### src/rtl/trap_ctrl.sv
// trap_ctrl: machine-mode trap/interrupt sequencer driving the MSTATUS/MCAUSE/MEPC/MTVAL write ports and the fetch redirect.
// Optional feature: define TRAP_CTRL__VECTORED_EN for vectored interrupt targets (mtvec mode 2'b01).
module trap_ctrl #(
    parameter int XLEN = 32
) (
    input  logic            clk,
    input  logic            rst_n,
    input  logic            timeint,
    input  logic            swint,
    input  logic            extint,
    input  logic [XLEN-1:0] mstatus,
    input  logic [XLEN-1:0] mie,
    input  logic [XLEN-1:0] mtvec,
    input  logic [XLEN-1:0] mepc,
    input  logic [XLEN-1:0] pc,
    input  logic            boundary,
    input  logic            debug,
    input  logic            exc_valid,
    input  logic [4:0]      exc_cause,
    input  logic [XLEN-1:0] exc_tval,
    input  logic            mret,
    output logic [XLEN-1:0] mstatus_in,
    output logic            mstatus_write,
    output logic [XLEN-1:0] mcause_in,
    output logic            mcause_write,
    output logic [XLEN-1:0] mepc_in,
    output logic            mepc_write,
    output logic [XLEN-1:0] mtval_in,
    output logic            mtval_write,
    output logic [XLEN-1:0] mip_out,
    output logic            redirect_valid,
    output logic [XLEN-1:0] redirect_pc,
    input  logic            redirect_ready,
    output logic            busy
);

    typedef enum logic [1:0] {
        S_IDLE,
        S_ENTER,
        S_RETURN,
        S_REDIRECT
    } state_e;

    state_e          state_q, state_d;
    logic            ext_meta_q, ext_s_q;
    logic            irq_q, irq_d;
    logic [XLEN-1:0] cause_q, cause_d;
    logic [XLEN-1:0] epc_q, epc_d;
    logic [XLEN-1:0] tval_q, tval_d;
    logic [XLEN-1:0] target_q, target_d;
    logic [XLEN-1:0] pend;
    logic [XLEN-1:0] base;
    logic [XLEN-1:0] vec_off;
    logic [4:0]      irq_code;
    logic            take_irq;

    always_comb begin
        mip_out     = '0;
        mip_out[11] = ext_s_q;
        mip_out[7]  = timeint;
        mip_out[3]  = swint;
    end

    assign pend     = mip_out & mie;
    assign take_irq = boundary && !debug && mstatus[3] && (pend != '0);
    // Interrupt priority: external, then software, then timer.
    assign irq_code = pend[11] ? 5'd11 : (pend[3] ? 5'd3 : 5'd7);
    assign base     = {mtvec[XLEN-1:2], 2'b00};

`ifdef TRAP_CTRL__VECTORED_EN
    assign vec_off = (irq_q && mtvec[1:0] == 2'b01)
                     ? {{(XLEN-7){1'b0}}, cause_q[4:0], 2'b00} : '0;
`else
    logic unused_mode;
    assign unused_mode = ^{mtvec[1:0], irq_q};
    assign vec_off     = '0;
`endif

    // NOTE: every signal assigned here gets a default first, so no path can infer a latch.
    always_comb begin
        state_d       = state_q;
        irq_d         = irq_q;
        cause_d       = cause_q;
        epc_d         = epc_q;
        tval_d        = tval_q;
        target_d      = target_q;
        mstatus_in    = mstatus;
        mstatus_write = 1'b0;
        mcause_write  = 1'b0;
        mepc_write    = 1'b0;
        mtval_write   = 1'b0;
        case (state_q)
            S_IDLE: begin
                if (exc_valid) begin
                    state_d = S_ENTER;
                    irq_d   = 1'b0;
                    cause_d = {{(XLEN-5){1'b0}}, exc_cause};
                    tval_d  = exc_tval;
                    epc_d   = pc;
                end else if (mret) begin
                    state_d = S_RETURN;
                end else if (take_irq) begin
                    state_d = S_ENTER;
                    irq_d   = 1'b1;
                    cause_d = {1'b1, {(XLEN-6){1'b0}}, irq_code};
                    tval_d  = '0;
                    epc_d   = pc;
                end
            end
            S_ENTER: begin
                mstatus_write    = 1'b1;
                mcause_write     = 1'b1;
                mepc_write       = 1'b1;
                mtval_write      = 1'b1;
                mstatus_in[7]    = mstatus[3];
                mstatus_in[3]    = 1'b0;
                mstatus_in[12:11] = 2'b11;
                target_d         = base + vec_off;
                state_d          = S_REDIRECT;
            end
            S_RETURN: begin
                mstatus_write    = 1'b1;
                mstatus_in[3]    = mstatus[7];
                mstatus_in[7]    = 1'b1;
                mstatus_in[12:11] = 2'b11;
                target_d         = mepc;
                state_d          = S_REDIRECT;
            end
            S_REDIRECT: begin
                if (redirect_ready) state_d = S_IDLE;
            end
            default: state_d = S_IDLE;
        endcase
    end

    // NOTE: state uses non-blocking assignments and a synchronous reset that clears every register, including the latched trap data.
    always_ff @(posedge clk) begin
        if (!rst_n) begin
            state_q    <= S_IDLE;
            ext_meta_q <= 1'b0;
            ext_s_q    <= 1'b0;
            irq_q      <= 1'b0;
            cause_q    <= '0;
            epc_q      <= '0;
            tval_q     <= '0;
            target_q   <= '0;
        end else begin
            state_q    <= state_d;
            ext_meta_q <= extint;
            ext_s_q    <= ext_meta_q;
            irq_q      <= irq_d;
            cause_q    <= cause_d;
            epc_q      <= epc_d;
            tval_q     <= tval_d;
            target_q   <= target_d;
        end
    end

    assign mcause_in      = cause_q;
    assign mepc_in        = epc_q;
    assign mtval_in       = tval_q;
    assign redirect_valid = (state_q == S_REDIRECT);
    assign redirect_pc    = target_q;
    assign busy           = (state_q != S_IDLE);

endmodule

### config.mk
export PLATFORM = sky130hd
export DESIGN_NAME = trap_ctrl
export DESIGN_NICKNAME = d
export VERILOG_FILES = /design/src/rtl/trap_ctrl.sv
export SDC_FILE = /design/constraint.sdc
export NUM_CORES = 1
export LEC_CHECK = 0
export ABC_CLOCK_PERIOD_IN_PS = 4000
export CAP_MARGIN = 20
export CORE_AREA = 2 2 156 158
export DETAILED_ROUTE_END_ITERATION = 12
export DIE_AREA = 0 0 158 160
export PLACE_DENSITY_LB_ADDON = 0.25
export SETUP_SLACK_MARGIN = 0.5
export SYNTH_ARGS = -nofsm -noshare
export SYNTH_HDL_FRONTEND = slang
export SYNTH_SLANG_ARGS = --single-unit
export TNS_END_PERCENT = 5
### constraint.sdc
create_clock -name clk -period 4 [get_ports clk]
set_clock_uncertainty 0.2 [all_clocks]
set_input_delay 0.8 -clock clk [delete_from_list [all_inputs] [get_ports clk]]
set_output_delay 0.8 -clock clk [all_outputs]
set_load 0.02 [all_outputs]
Fig. 1: run 1, track usage over the die
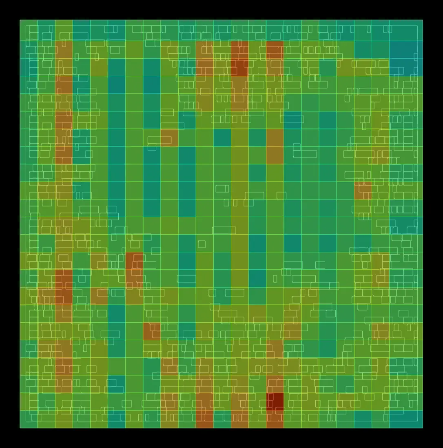
met1 usage: 0.137
Tot GR Track Use: 0.117
GRT Max-Usage Layer: met2
post-DR wirelength/cell: 13.6 um

Fig. 2: run 1, M4 wires
Cells faint in the background.
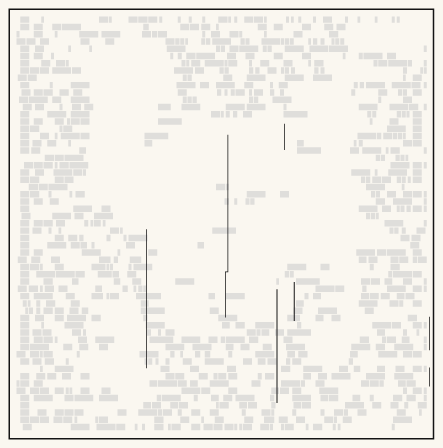
nets with wire on the layer	5
wire length on this layer	206 um
longest straight run	51.7 um
main direction	vertical
drt total wl: 15300 um
total number of vias: 4489

Fig. 3: run 1, power grid
The bar under the picture is 50 um long. Pins as bars on the die edge. Tap cells in gray.
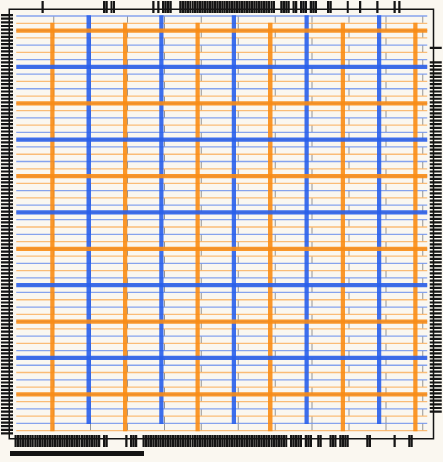
color	net
orange	VSS
blue	VDD
met1 rails	58
rows	57
Die Y: 160 um
core area: 23800 um2

Fig. 4: run 1, a small window of the routed layout
Window x 106 to 131, y 28 to 53 um. Cells in gray, sequential cells in the stronger gray; small squares are vias.
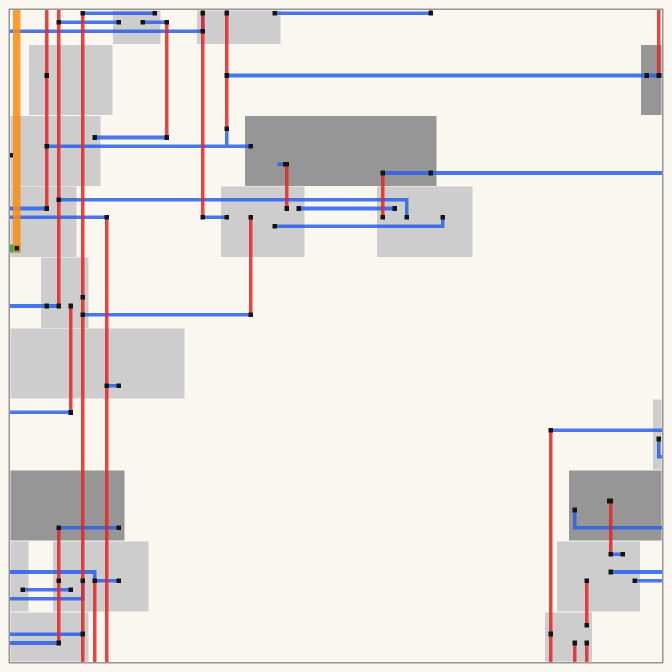
color	layer
green	metal 3
red	metal 2
orange	metal 4
blue	metal 1
cells with their middle in the window	13
netlist names of flops here include	mtval_in (2)
sequential cells in the window	2

==> results.py, run 1 <==
# Metrics from the implementation run
metrics = {
    "route": {
        "postRouteAntennaNets": 0,
        "vias_per_cell": 4.01,
        "drt_iter0_markers": 158,
        "drtPass1Iterations": 4,
    },
    "clock_network": {
        "cts_made_buffers": 9,
        "cts_tree": "done",
        "cts-root-buf": "clkbuf_16",
        "clkSinkCount": 106,
        "clk_pin_slew_ps": 80,
        "post-cts-setup-buffers": 0,
    },
    "cells_and_area": {
        "instances_no_fill": 1120,
        "nFillCells": 2570,
        "fin_util": 0.338,
        "num-nonclk-buffers": 271,
        "layout.nets": 1002,
        "seqCellArea_um2": 2120,
        "logic_gate_count": 394,
        "layout.nonclk_buf_frac": 0.339,
        "n_antenna_cell": 0,
        "comb_share": 0.307,
        "inverters": 9,
        "syn_to_final_growth_pct": 50.5,
        "layout_top_cells": "clkdlybuf4s50_1, dfxtp_1, nand2_1",
    },
    "placement": {
        "dp_hpwl_um": 11200,
        "port_buffers": 262,
    },
    "critical_path": {
        "critPathCaptureType": "output port",
        "r2r-end": "state_q[1]",
        "cp.arrival_ps": 2310,
        "crit_required_ps": 3000,
        "critPathMaxFanout": 19,
        "rrSetupSlack_ps": 1860,
    },
    "logic_synthesis": {
        "ys_seq_frac": 0.396,
        "logic_family": "simple AND/OR/NAND/NOR gates",
        "synthMuxAreaShare": 0.0598,
        "ys_sh_aoi": 0.162,
        "ys_cells": 593,
        "syn_inst": 593,
        "ys_warn_count": 0,
    },
    "final_timing": {
        "slew_headroom": 0.599,
        "holdWs_ps": 237,
        "finalHoldViolCount": 0,
        "layout_setup_ws_ps": 692,
        "tightest_slew_ps": 601,
        "finalCritPeriodShare": 0.827,
        "finalSetupTns_ps": 0,
        "rsz0062_at_grt": "false",
    },
    "die": {
        "initCoreUtil": 0.225,
        "dieArea_um2": 25300,
        "rows": 57,
    },
    "power_and_ir_drop": {
        "pwr-share-seq": 0.325,
        "p_per_area_nw_per_um2": 527,
        "combinationalPower_mw": 1.97,
        "p_clk_mw": 0.895,
    },
    "status": {
        "outcome": "finished clean",
    },
    "grt": {
        "gr-total-overflow": 0,
        "grt_max_degree": 96,
        "grt_pass1_wl_um": 22800,
        "antenna_found_initial": 0,
        "grt_pass1_vias": 4179,
    },
    "worst_hold_path": {
        "holdPathStages": 1,
        "hold_start": "ext_meta_q",
        "min_path_type": "reg2reg",
    },
    "flow_run": {
        "drv_cap": 0,
        "tool_warnings": 60,
    },
}
run 1: sequential cells by signal, summed over array words and instances, names as in the netlist:
signal	flops
ext_meta_q	1
ext_s_q	1
mcause_in	6
mepc_in	32
mtval_in	32
redirect_pc	32
state_q	2
run 1: cells in the mapped netlist:
library cell  instances  area, um2
a21o_1                1       7.51
a22o_1                1       8.76
clkbuf_1             24       90.1
clkbuf_2              5       25.0
nand3_2              30        300
nand3b_1              2       15.0
ha_1                  4       50.1
o21ai_0              43        215
buf_1                 2       7.51
buf_2                14       70.1
and4bb_1              1       12.5
buf_12                4       80.1
o211a_1              30        300
o21ai_2              30        263
nor3_1                1       5.00
o221ai_2              1       15.0
a21oi_1               5       25.0
nand2_1              74        278
nand3_1              73        365
dfxtp_1             106       2120
a21boi_0              2       15.0
nor2_1                2       7.51
buf_6                 1       11.3
buf_4                88        661
or2_2                 2       12.5
mux2i_1              32        320
o211ai_1              1       7.51
and2_1                2       12.5
conb_1                1       3.75
nand2b_1              1       6.26
inv_1                 9       33.8
a221o_1               1       10.0
run 1: routing by layer:
layer | up-vias | GRT usage | routed length [um]
li1 | 2291 | - | -
met1 | 1968 | 0.137 | 6400
met2 | 213 | 0.195 | 7130
met3 | 17 | 0.0478 | 1540
met4 | 0 | 0.0356 | 205
met5 | - | 0 | 0
run 1: critical path, stage by stage (launching register included):
cell and delay (ps):
dfxtp_1 400, inv_1 80, ha_2 570, nor2_1 90, a21oi_1 190, clkdlybuf4s50_1 640
run 1: logic make-up after synthesis:
| group | after synthesis |
|---|---|
| and+or+nand+nor | 188 |
| other | 1 |
| muxes | 32 |
| buffers and inverters | 147 |
| adders and majority gates | 4 |
| DFF | 106 |
| AOI/OAI and AO/OA | 115 |
Fig. 5: run 1, signal wires by layer
Two of the layers only.
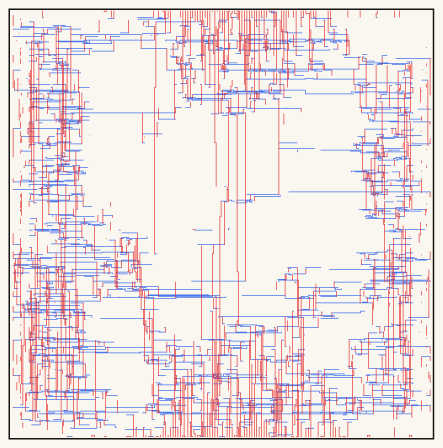

==> run 2: changes to the inputs <==
ABC_CLOCK_PERIOD_IN_PS = 3100   (was 4000)
CORE_AREA = 2 2 158 160   (was 2 2 156 158)
DIE_AREA = 0 0 160 162   (was 0 0 158 160)
clock period = 3.1 ns   (was 4 ns; I/O delays follow)
Fig. 6: run 2, signal wires by layer
Two of the layers only.
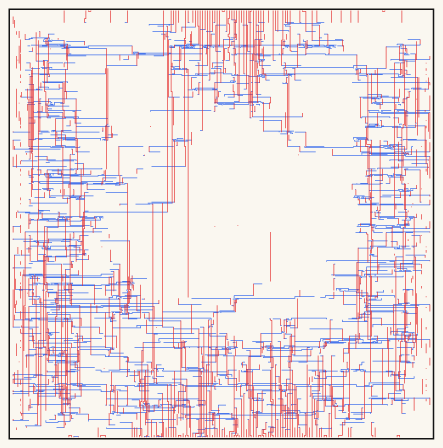
color	layer	wire length
red	metal 2	7100 um
blue	metal 1	6640 um
post-DR wirelength/cell: 13.8 um
drt total wl: 15500 um
Tot GR Track Use: 0.116
total number of vias: 4504

Fig. 7: run 2, track usage over the die
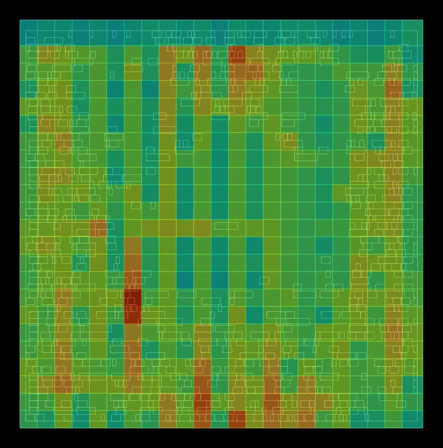
global routing usage on met3: 0.0460
GR Util met2: 0.192
met1 usage: 0.138
final core utilization: 0.337

Fig. 8: run 2, power grid
The bar under the picture is 50 um long. Pins as bars on the die edge. Tap cells in gray.
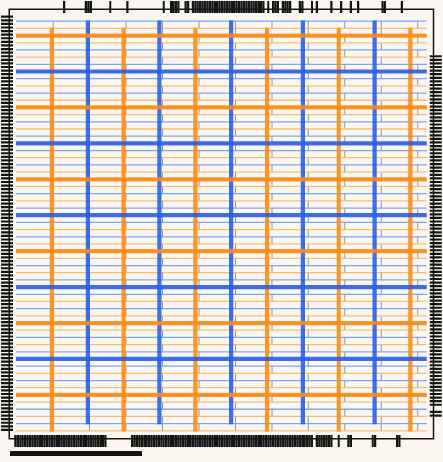
color	net
orange	VSS
blue	VDD
met5 straps	11
tap cells	324
met4 straps	11
signal pins	405
met1 rails	58
VDD IR max: 0.353 mV
core area: 24100 um2

==> run 2 against run 1 <==
Compared with the run above:
- highest routed layer unchanged
- combinational power rose by 32%
- critical path depth fell by 1
- non-clock buffer count rose by 4
- total power rose by 30%
- register-to-register slack got worse by 770 ps
==> results.py, run 2 <==
# Metrics from the implementation run
metrics = {
    "die": {
        "initCoreUtil": 0.222,
        "die_height_um": 162,
    },
    "route": {
        "wirelength_met1_um": 6640,
        "drtPass1Iterations": 4,
        "routed-wl-met3_um": 1510,
        "routed.top_layer": "met4",
        "postRouteAntennaNets": 0,
        "met2_length_um": 7100,
    },
    "grt": {
        "antenna_found_initial": 0,
        "grt-busiest-layer": "met2",
        "grt_pass1_vias": 4245,
        "gr-total-overflow": 0,
        "grt_max_degree": 56,
    },
    "flow_run": {
        "tool_warnings": 62,
    },
    "cells_and_area": {
        "n_antenna_cell": 0,
        "syn_to_final_growth_pct": 51.6,
    },
    "worst_hold_path": {
        "min_path_type": "reg2reg",
        "holdPathStages": 2,
    },
    "clock_network": {
        "clk_pin_slew_ps": 80,
        "cts_tree": "done",
        "cts_made_buffers": 9,
        "cts-root-buf": "clkbuf_16",
    },
    "logic_synthesis": {
        "ys_dominant_reg_cell": "dfxtp_1",
        "ys_cells": 593,
        "synth_top_area_share": 0.396,
        "yosys.area.top_type": "dfxtp_1",
        "async_flop_share": 0,
        "ys_seq_frac": 0.396,
    },
    "power_and_ir_drop": {
        "p_per_area_nw_per_um2": 680,
    },
    "final_timing": {
        "rsz0062_at_grt": "true",
        "slew_headroom": 0.663,
        "holdWs_ps": 246,
        "finalHoldViolCount": 0,
        "finalSetupTns_ps": 0,
        "layout_setup_ws_ps": 287,
    },
    "placement": {
        "dp_hpwl_um": 11700,
    },
    "status": {
        "outcome": "finished clean",
    },
    "critical_path": {
        "critPathMaxFanout": 12,
        "cp.arrival_ps": 1990,
    },
}
[run 2: cell counts after synthesis]
No cell type changed its count.
[run 2: cell type report]
cell class / instances / share of cell area
Clock inverter: 4 / 0.00416
Clock buffer: 12 / 0.0316
Sequential cell: 106 / 0.261
Inverter: 9 / 0.00416
Timing Repair Buffer: 275 / 0.342
Multi-Input combinational cell: 394 / 0.307
Tap cell: 324 / 0.0499
[run 2: power groups by stage]
stage          clock (mW)  sequential (mW)  combinational, mW
5_1_grt              1.28             1.81               2.81
3_3_place_gp            0             1.80               2.64
2_1_floorplan           0             2.11               1.37
3_5_place_dp            0             1.80               2.63
6_report             1.15             1.78               2.60
4_1_cts              1.23             1.78               2.65
[run 2: path summary, 6_finish.rpt]
path,from,endpoint,slack (ps)
worst max-delay path,state_q[0],mstatus_in[12],290
worst min-delay path,mcause_in[31],mcause_in[31],250
worst min register to register,mcause_in[31],mcause_in[31],250
worst max register to register,state_q[0],state_q[1],1090
[run 2: repair_timing]
| item | CTS | global route |
|---|---|---|
| hold buffers | 0 | 0 |
| buffers inserted | 0 | 0 |
| resized | 4 | 1 |
| endpoints found under the setup margin | 6 | 9 |
| cloned | 0 | 0 |
[run 2: kinds of logic (layout without fill, tap and decap cells)]
kind of cell | Yosys count | in the layout | share of synthesized area
flip-flops | 106 | 106 | 0.396
AND/OR/NAND/NOR | 188 | 188 | 0.189
buffers and inverters | 147 | 300 | 0.183
other | 1 | 55 | 0.000700
multiplexers | 32 | 32 | 0.0598
AND-OR/OR-AND | 115 | 115 | 0.162
adder cells (fa/ha/maj) | 4 | 4 | 0.00934
[run 2: worst max-delay path, cell delays in order, from the launching register on]
cell and delay, ps:
dfxtp_1 390, inv_1 110, ha_4 320, or2_2 300, clkdlybuf4s50_1 530
==> run 3: changes to the inputs <==
GPL_ROUTABILITY_DRIVEN = 0   (was unset)
Fig. 9: run 3, a small window of the routed layout
Window x 108 to 133, y 28 to 53 um. Cells in gray, sequential cells in the stronger gray; small squares are vias.
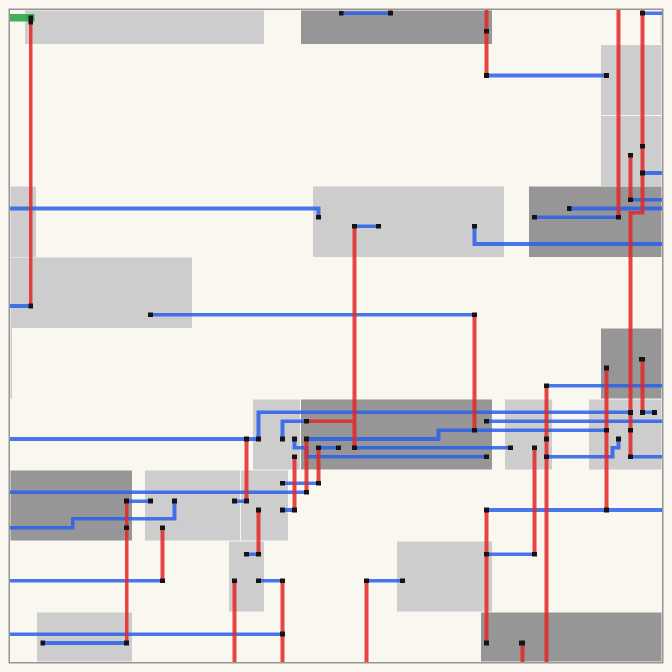
color	layer
red	metal 2
blue	metal 1
green	metal 3
sequential cells in the window	4
cells with their middle in the window	16
most frequent	dfxtp_1 (4), clkdlybuf4s50_1 (3)
netlist names of flops here include	mtval_in (3), mcause_in (1)

Fig. 10: run 3, signal wires by layer
Two of the layers only.
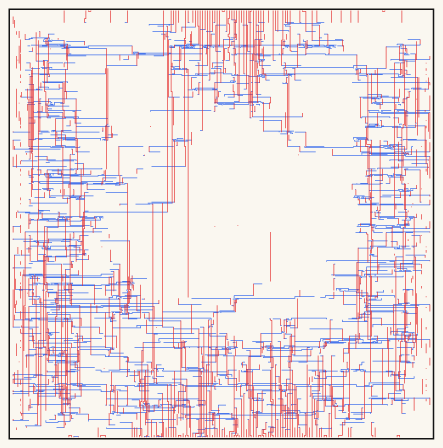
color	layer	wire length
blue	metal 1	6640 um
red	metal 2	7100 um

Fig. 11: run 3, M4 wires
Cells faint in the background.
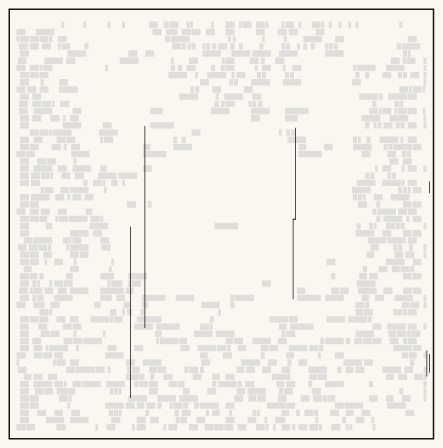
nets with wire on the layer	5
main direction	vertical

==> run 3 against run 2 <==
Compared with the run above:
- total power stayed put
- sequential power hardly changed
- maximum frequency stayed put
- worst hold slack stayed put
- design area stayed put
- combinational power hardly changed
- final cell count stayed put
- register-to-register slack hardly changed
- synthesized cell count stayed put
- sequential share of layout area stayed put
- via count stayed put
- critical endpoint unchanged
==> results.py, run 3 <==
# Metrics from the implementation run
metrics = {
    "status": {
        "outcome": "finished clean",
    },
    "power_and_ir_drop": {
        "seq_cell_power_mw": 1.78,
        "maxPowerGroup": "combinational cells",
        "combinationalPower_mw": 2.60,
        "power_frac_clock": 0.208,
        "p_leak_nw": 3.16,
        "p_clk_mw": 1.15,
        "p_per_area_nw_per_um2": 680,
        "switching_share": 0.384,
        "pwr-share-seq": 0.322,
        "ir_drop_mv": 0.353,
    },
    "critical_path": {
        "critPathMaxFanout": 12,
        "crit_required_ps": 2280,
        "path_cells": "inv_1 -> ha_4 -> or2_2 -> clkdlybuf4s50_1",
        "crit_path_max_incr_delay_ps": 530,
        "slowest_stage": "clkdlybuf4s50_1",
        "critPathCaptureType": "output port",
        "crit_type": "reg2out",
        "cp_top_family": "buffers and inverters",
        "cp.arrival_ps": 1990,
        "path_buffers": 2,
    },
    "placement": {
        "placed_area_um2": 7820,
        "port_buffers": 262,
        "dp_hpwl_um": 11700,
    },
    "cells_and_area": {
        "syn_to_final_growth_pct": 51.6,
        "layout_top_cells": "clkdlybuf4s50_1, dfxtp_1, nand2_1",
        "fin_util": 0.337,
        "nFillCells": 2568,
        "layout.nets": 1006,
        "instances_no_fill": 1124,
        "n_antenna_cell": 0,
        "seqCellArea_um2": 2120,
    },
    "route": {
        "vias_per_cell": 4.01,
        "vias": 4504,
        "wl_um": 15500,
        "postRouteAntennaNets": 0,
        "drtPass1Iterations": 4,
        "drt_iter0_markers": 137,
    },
    "clock_network": {
        "post-cts-setup-buffers": 0,
        "clkSinkCount": 106,
        "cts-root-buf": "clkbuf_16",
        "clk_pin_slew_ps": 80,
        "htree_levels": 3,
        "cts_made_buffers": 9,
        "clkLatencyLatePin_ps": 350,
        "cts_tree": "done",
    },
    "grt": {
        "grt_pass1_wl_um": 23800,
        "grt_pass1_vias": 4245,
        "gr-total-overflow": 0,
        "grt_max_degree": 56,
        "antenna_found_initial": 0,
        "grt_usage": 0.116,
    },
    "logic_synthesis": {
        "logic_family": "simple AND/OR/NAND/NOR gates",
        "yosys_area_um2": 5360,
        "ys_dominant_reg_cell": "dfxtp_1",
        "edf_count": 0,
        "syn_inst": 593,
        "synth_top_area_share": 0.396,
        "simple_gate_area_frac": 0.189,
        "common_cells": "dfxtp_1, buf_4, nand2_1",
        "top_cell": "dfxtp_1",
        "ys_warn_count": 0,
        "ys_sh_xor": 0,
        "top_cells_by_area": "dfxtp_1, buf_4, nand3_1, mux2i_1, nand3_2",
        "yosys.area.top_type": "dfxtp_1",
        "async_flop_share": 0,
        "ys_sh_aoi": 0.162,
        "ys_cells": 593,
        "yosys.area_share.adder": 0.00934,
        "synthMuxAreaShare": 0.0598,
    },
    "die": {
        "initCoreUtil": 0.222,
        "die_height_um": 162,
        "dieArea_um2": 25900,
        "core_um2": 24100,
    },
    "final_timing": {
        "finalCritPeriodShare": 0.907,
        "holdWs_ps": 246,
        "slew_headroom": 0.663,
        "finalSetupTns_ps": 0,
        "rsz0062_at_grt": "true",
        "tightest_slew_ps": 505,
        "finalHoldViolCount": 0,
    },
    "flow_run": {
        "tool_warnings": 62,
        "drv_cap": 0,
    },
    "worst_hold_path": {
        "min_path_type": "reg2reg",
    },
}
run 3: cell counts in the layout (fill, tap and decap cells not counted):
Identical to the previous run, type by type.
run 3: final timing paths:
check                                      end  cells past startpoint           from  slack, ps
worst min-delay path             mcause_in[31]                      2  mcause_in[31]        250
worst min register to register   mcause_in[31]                      2  mcause_in[31]        250
worst max register to register      state_q[1]                      7     state_q[0]       1090
worst max-delay path            mstatus_in[12]                      4     state_q[0]        290
run 3: cell families (layout without fill, tap and decap cells):
| group | count (synthesis) | in the layout |
|---|---|---|
| other | 1 | 55 |
| adder cells (fa/ha/maj) | 4 | 4 |
| flip-flops | 106 | 106 |
| AND-OR/OR-AND | 115 | 115 |
| multiplexers | 32 | 32 |
| AND/OR/NAND/NOR | 188 | 188 |
| buffers and inverters | 147 | 300 |
run 3: repair_timing:
| action | in CTS | in global routing |
|---|---|---|
| resized | 4 | 1 |
| setup endpoints to repair | 6 | 9 |
| hold buffers | 0 | 0 |
| endpoints found under the hold margin | 0 | 0 |
run 3: worst register-to-register path, cell delays in order (launching register included):
cell     delay, ps
dfxtp_1        390
inv_1          110
ha_4           370
buf_4          360
inv_1          160
o21ai_0        180
nand2_1         60
mux2i_1        110
run 3: layout make-up:
| type | count | area share |
|---|---|---|
| clock buffers | 12 | 0.0316 |
| clock inverters | 4 | 0.00416 |
| inverters | 9 | 0.00416 |
| multi-input cells | 394 | 0.307 |
| flip-flops and latches | 106 | 0.261 |
| well taps | 324 | 0.0499 |
| repair buffers | 275 | 0.342 |
run 3: layer usage:
metal / vias up / part of all wire / global-route usage
met3: 17 / 0.098 / 0.0460
met5: - / 0 / 0
met2: 216 / 0.46 / 0.192
li1: 2302 / - / -
met1: 1969 / 0.43 / 0.138
met4: 0 / 0.015 / 0.0401
Power figures rest on the tool's default switching activity, not on a simulated workload.
